Figure 1. I/O pins on the die edge.
Pins as bars across the die edge, other pins in gray.
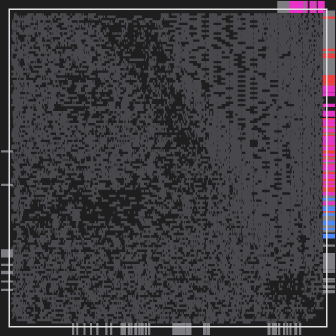
Figure 2. Track usage over the die.
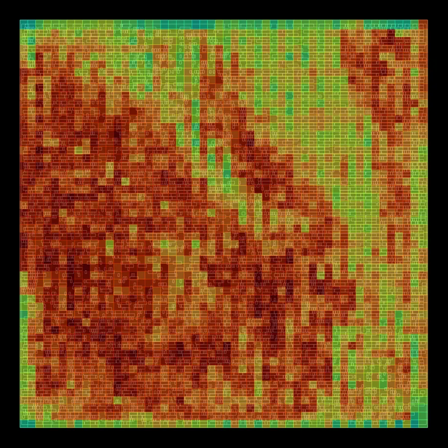
Figure 3. Where the registers sit.
Scale: 1 px per um. Other sequential cells in the stronger gray, the rest of the logic in the fainter gray.
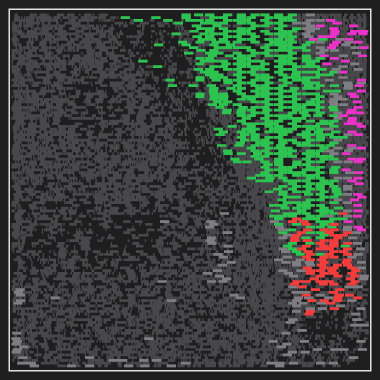
===== config.mk =====
export PLATFORM = sky130hd
export DESIGN_NAME = mul_selftest
export DESIGN_NICKNAME = d
export VERILOG_FILES = /design/src/rtl/mul_selftest.sv
export SDC_FILE = /design/constraint.sdc
export NUM_CORES = 2
export LEC_CHECK = 0
export ABC_AREA = 1
export CAP_MARGIN = 5
export CORE_UTILIZATION = 60
export DETAILED_ROUTE_END_ITERATION = 10
export PLACE_DENSITY_LB_ADDON = 0.3
export SKIP_CTS_REPAIR_TIMING = 1
export SLEW_MARGIN = 20
export SYNTH_ARGS = -nofsm -noshare
export SYNTH_HDL_FRONTEND = slang
export SYNTH_SLANG_ARGS = --single-unit
export TNS_END_PERCENT = 10

===== constraint.sdc =====
create_clock -name clk -period 13.2 [get_ports clk]
set_clock_uncertainty 0.2 [all_clocks]
set_input_delay 3.3 -clock clk [delete_from_list [all_inputs] [get_ports clk]]
set_output_delay 3.3 -clock clk [all_outputs]
set_load 0.01 [all_outputs]

===== src/rtl/mul_selftest.sv =====
// rtl/mul_selftest.sv - LFSR-driven self-test engine for an external pipelined multiplier
module mul_selftest #(
    parameter int             W      = 32,
    parameter int             LAT    = 8,
    parameter int             NVEC   = 1024,
    parameter int             CW     = 32,
    parameter logic [W-1:0]   SEED_A = 32'h0000_0001,
    parameter logic [W-1:0]   SEED_B = 32'hDEAD_BEEF,
    parameter logic [W-1:0]   MASK_A = 32'h8020_0003,
    parameter logic [W-1:0]   MASK_B = 32'h8000_0063
) (
    input  logic                       clk,
    input  logic                       rst,
    input  logic                       start,
    input  logic                       abort,
    output logic [W-1:0]               dut_a,
    output logic [W-1:0]               dut_b,
    output logic                       dut_mode,
    input  logic [W-1:0]               dut_hi,
    input  logic [W-1:0]               dut_lo,
    output logic                       busy,
    output logic                       done,
    output logic                       pass,
    output logic [CW-1:0]              err_count,
    output logic [$clog2(NVEC)-1:0]    first_err_idx,
    output logic [2*W-1:0]             first_err_exp,
    output logic [2*W-1:0]             first_err_got
);

    localparam int            IW       = $clog2(NVEC);
    localparam logic [IW-1:0] LAST_IDX = IW'(NVEC - 1);

    typedef enum logic [1:0] {S_IDLE, S_RUN, S_DRAIN, S_DONE} state_t;

    state_t state_q;
    state_t state_d;

    // lfsr_a/lfsr_b always hold the operands of the next vector to issue
    logic [W-1:0]   lfsr_a;
    logic [W-1:0]   lfsr_b;
    logic [IW-1:0]  vec_idx;

    // Expected-result pipeline; stage 0 is loaded alongside the operand registers
    logic           pipe_v   [0:LAT];
    logic [2*W-1:0] pipe_exp [0:LAT];
    logic [IW-1:0]  pipe_idx [0:LAT];

    logic           start_acc;
    logic           abort_acc;
    logic           issue;
    logic [W-1:0]   issue_a;
    logic [W-1:0]   issue_b;
    logic [IW-1:0]  issue_idx;
    logic           issue_mode;
    logic [2*W-1:0] ext_a;
    logic [2*W-1:0] ext_b;
    logic [2*W-1:0] exp_now;
    logic [2*W-1:0] got_now;
    logic           last_cmp;
    logic           mismatch;

    function automatic logic [W-1:0] lfsr_step(input logic [W-1:0] q, input logic [W-1:0] mask);
        return {q[W-2:0], ^(q & mask)};
    endfunction

    // Run-control decode and the expected product of the vector issued this edge
    always_comb begin
        start_acc  = start && (state_q == S_IDLE || state_q == S_DONE);
        abort_acc  = abort && (state_q == S_RUN || state_q == S_DRAIN);
        issue      = start_acc || (state_q == S_RUN && !abort);
        issue_a    = (state_q == S_RUN) ? lfsr_a  : SEED_A;
        issue_b    = (state_q == S_RUN) ? lfsr_b  : SEED_B;
        issue_idx  = (state_q == S_RUN) ? vec_idx : '0;
        issue_mode = issue_idx[0];
        // Sign- or zero-extend to 2W; the low 2W bits of the product are then exact
        ext_a      = issue_mode ? {{W{issue_a[W-1]}}, issue_a} : {{W{1'b0}}, issue_a};
        ext_b      = issue_mode ? {{W{issue_b[W-1]}}, issue_b} : {{W{1'b0}}, issue_b};
        exp_now    = ext_a * ext_b;
        got_now    = {dut_hi, dut_lo};
        last_cmp   = pipe_v[LAT] && (pipe_idx[LAT] == LAST_IDX);
        // A compare coinciding with an accepted abort is discarded along with the run
        mismatch   = pipe_v[LAT] && !abort_acc && (got_now != pipe_exp[LAT]);
    end

    // State register
    always_ff @(posedge clk or negedge rst) begin
        if (!rst) begin
            state_q <= S_IDLE;
        end else begin
            state_q <= state_d;
        end
    end

    // Next-state logic; abort overrides the normal progression
    always_comb begin
        state_d = state_q;
        case (state_q)
            S_IDLE:  if (start) state_d = S_RUN;
            S_RUN: begin
                if (abort)                     state_d = S_IDLE;
                else if (vec_idx == LAST_IDX)  state_d = S_DRAIN;
            end
            S_DRAIN: begin
                if (abort)         state_d = S_IDLE;
                else if (last_cmp) state_d = S_DONE;
            end
            S_DONE:  if (start) state_d = S_RUN;
            default: state_d = S_IDLE;
        endcase
    end

    // Status outputs decoded from the state
    always_comb begin
        busy = (state_q == S_RUN) || (state_q == S_DRAIN);
        done = (state_q == S_DONE);
        pass = (state_q == S_DONE) && (err_count == '0);
    end

    // Operand issue: drive the DUT and step both LFSRs once per vector
    always_ff @(posedge clk or negedge rst) begin
        if (!rst) begin
            dut_a    <= '0;
            dut_b    <= '0;
            dut_mode <= 1'b0;
            lfsr_a   <= '0;
            lfsr_b   <= '0;
            vec_idx  <= '0;
        end else if (issue) begin
            dut_a    <= issue_a;
            dut_b    <= issue_b;
            dut_mode <= issue_mode;
            lfsr_a   <= lfsr_step(issue_a, MASK_A);
            lfsr_b   <= lfsr_step(issue_b, MASK_B);
            vec_idx  <= issue_idx + IW'(1);
        end
    end

    // Expected-result delay line, flushed on abort
    always_ff @(posedge clk or negedge rst) begin
        if (!rst) begin
            for (int i = 0; i <= LAT; i++) begin
                pipe_v[i]   <= 1'b0;
                pipe_exp[i] <= '0;
                pipe_idx[i] <= '0;
            end
        end else begin
            pipe_v[0]   <= issue;
            pipe_exp[0] <= exp_now;
            pipe_idx[0] <= issue_idx;
            for (int i = 1; i <= LAT; i++) begin
                pipe_v[i]   <= abort_acc ? 1'b0 : pipe_v[i-1];
                pipe_exp[i] <= pipe_exp[i-1];
                pipe_idx[i] <= pipe_idx[i-1];
            end
        end
    end

    // Error accounting: saturating count plus capture of the first mismatch
    always_ff @(posedge clk or negedge rst) begin
        if (!rst) begin
            err_count     <= '0;
            first_err_idx <= '0;
            first_err_exp <= '0;
            first_err_got <= '0;
        end else if (start_acc) begin
            err_count     <= '0;
            first_err_idx <= '0;
            first_err_exp <= '0;
            first_err_got <= '0;
        end else if (mismatch) begin
            if (err_count != '1) begin
                err_count <= err_count + CW'(1);
            end
            // err_count never wraps back to zero, so zero means nothing captured yet
            if (err_count == '0) begin
                first_err_idx <= pipe_idx[LAT];
                first_err_exp <= pipe_exp[LAT];
                first_err_got <= got_now;
            end
        end
    end

endmodule


==> impl_metrics.json <==
{
  "finalMaxSlewViolations": 0,
  "slew_headroom_pct": 28.9,
  "async_reset_ff_share_pct": 100,
  "routed_wl_mm": 270,
  "synth_top_cell_by_count": "inv_1",
  "seqPwrFrac_pct": 32.0,
  "top_usage_layer": "met2",
  "edf_count": 0,
  "clock_sinks": 924,
  "wire_per_inst_um": 28.1,
  "seq_power_mw": 4.20,
  "area_growth_pct": 10.2,
  "synth_top_area_share_pct": 36.9,
  "top_register": "pipe_exp",
  "flop-count": 924,
  "die_y_um": 360,
  "final-nonclk-buf-share_pct": 4.68,
  "slowest_stage": "fa_1",
  "area_leaders": "fa_1, dfrtp_1, inv_1, ha_1, nand2_1",
  "met3WireLength_mm": 29.3,
  "layout_top_cell": "inv_1",
  "ys_sh_adder_pct": 42.1,
  "design_area_sq_um": 84700,
  "netlist-cell-type-count": 48,
  "ys_cells": 7682,
  "drt_first_pass_iters": 10,
  "synthTopLogicFamily": "adder cells",
  "p_switching_mw": 6.00,
  "cp_top_family": "adder cells",
  "yosysTopAreaCell": "fa_1",
  "grt_pass1_wl_mm": 401,
  "synth-main-ff-cell": "dfrtp_1",
  "fmax_mhz": 86.5,
  "drc": 0,
  "routed.top_layer": "met5",
  "hp-start": "pipe_exp[117]$_DFF_PN0_",
  "outcome": "finished clean",
  "r2r_cells": 29,
  "cts_max_level": 3,
  "synth-simple-area-share_pct": 12.7,
  "rrSetupSlack_ns": 1.64,
  "io_buffers": 305,
  "critical_path_class": "reg2reg",
  "p_comb_share_pct": 46.3,
  "maxPowerGroup": "combinational cells",
  "seq_share_pct": 27.3,
  "hold_depth": 0,
  "buffers": 416
}
-- Figure 1 (at the start) --
color	port	pins	direction	edge
blue	first_err_idx	10	output	right
red	dut_lo	32	input	right
magenta	first_err_got	64	output	38 right, 26 top

-- Figure 2 (at the start) --
met3 Track Usage GR: 12.2%
met2 Resource Use GR: 67.9%

-- Figure 3 (at the start) --
color	name in the netlist	placed flops
magenta	first_err_got	64
green	pipe_exp	576
red	pipe_idx	90
not colored	194

[worst max-delay path by stage]
stage | start | endpoint | slack [ns] | cells after the start
2_1_floorplan | state_q[0]$_DFFE_PN0P_ | pipe_exp[575]$_DFF_PN0_ | 3.89 | 36
3_3_place_gp | state_q[1]$_DFFE_PN0P_ | pipe_exp[564]$_DFF_PN0_ | 1.88 | 29
3_5_place_dp | state_q[1]$_DFFE_PN0P_ | pipe_exp[564]$_DFF_PN0_ | 1.81 | 29
4_1_cts | state_q[1]$_DFFE_PN0P_ | pipe_exp[564]$_DFF_PN0_ | 1.71 | 29
5_1_grt | state_q[1]$_DFFE_PN0P_ | pipe_exp[564]$_DFF_PN0_ | 1.13 | 29
6_report | state_q[1]$_DFFE_PN0P_ | pipe_exp[564]$_DFF_PN0_ | 1.64 | 29
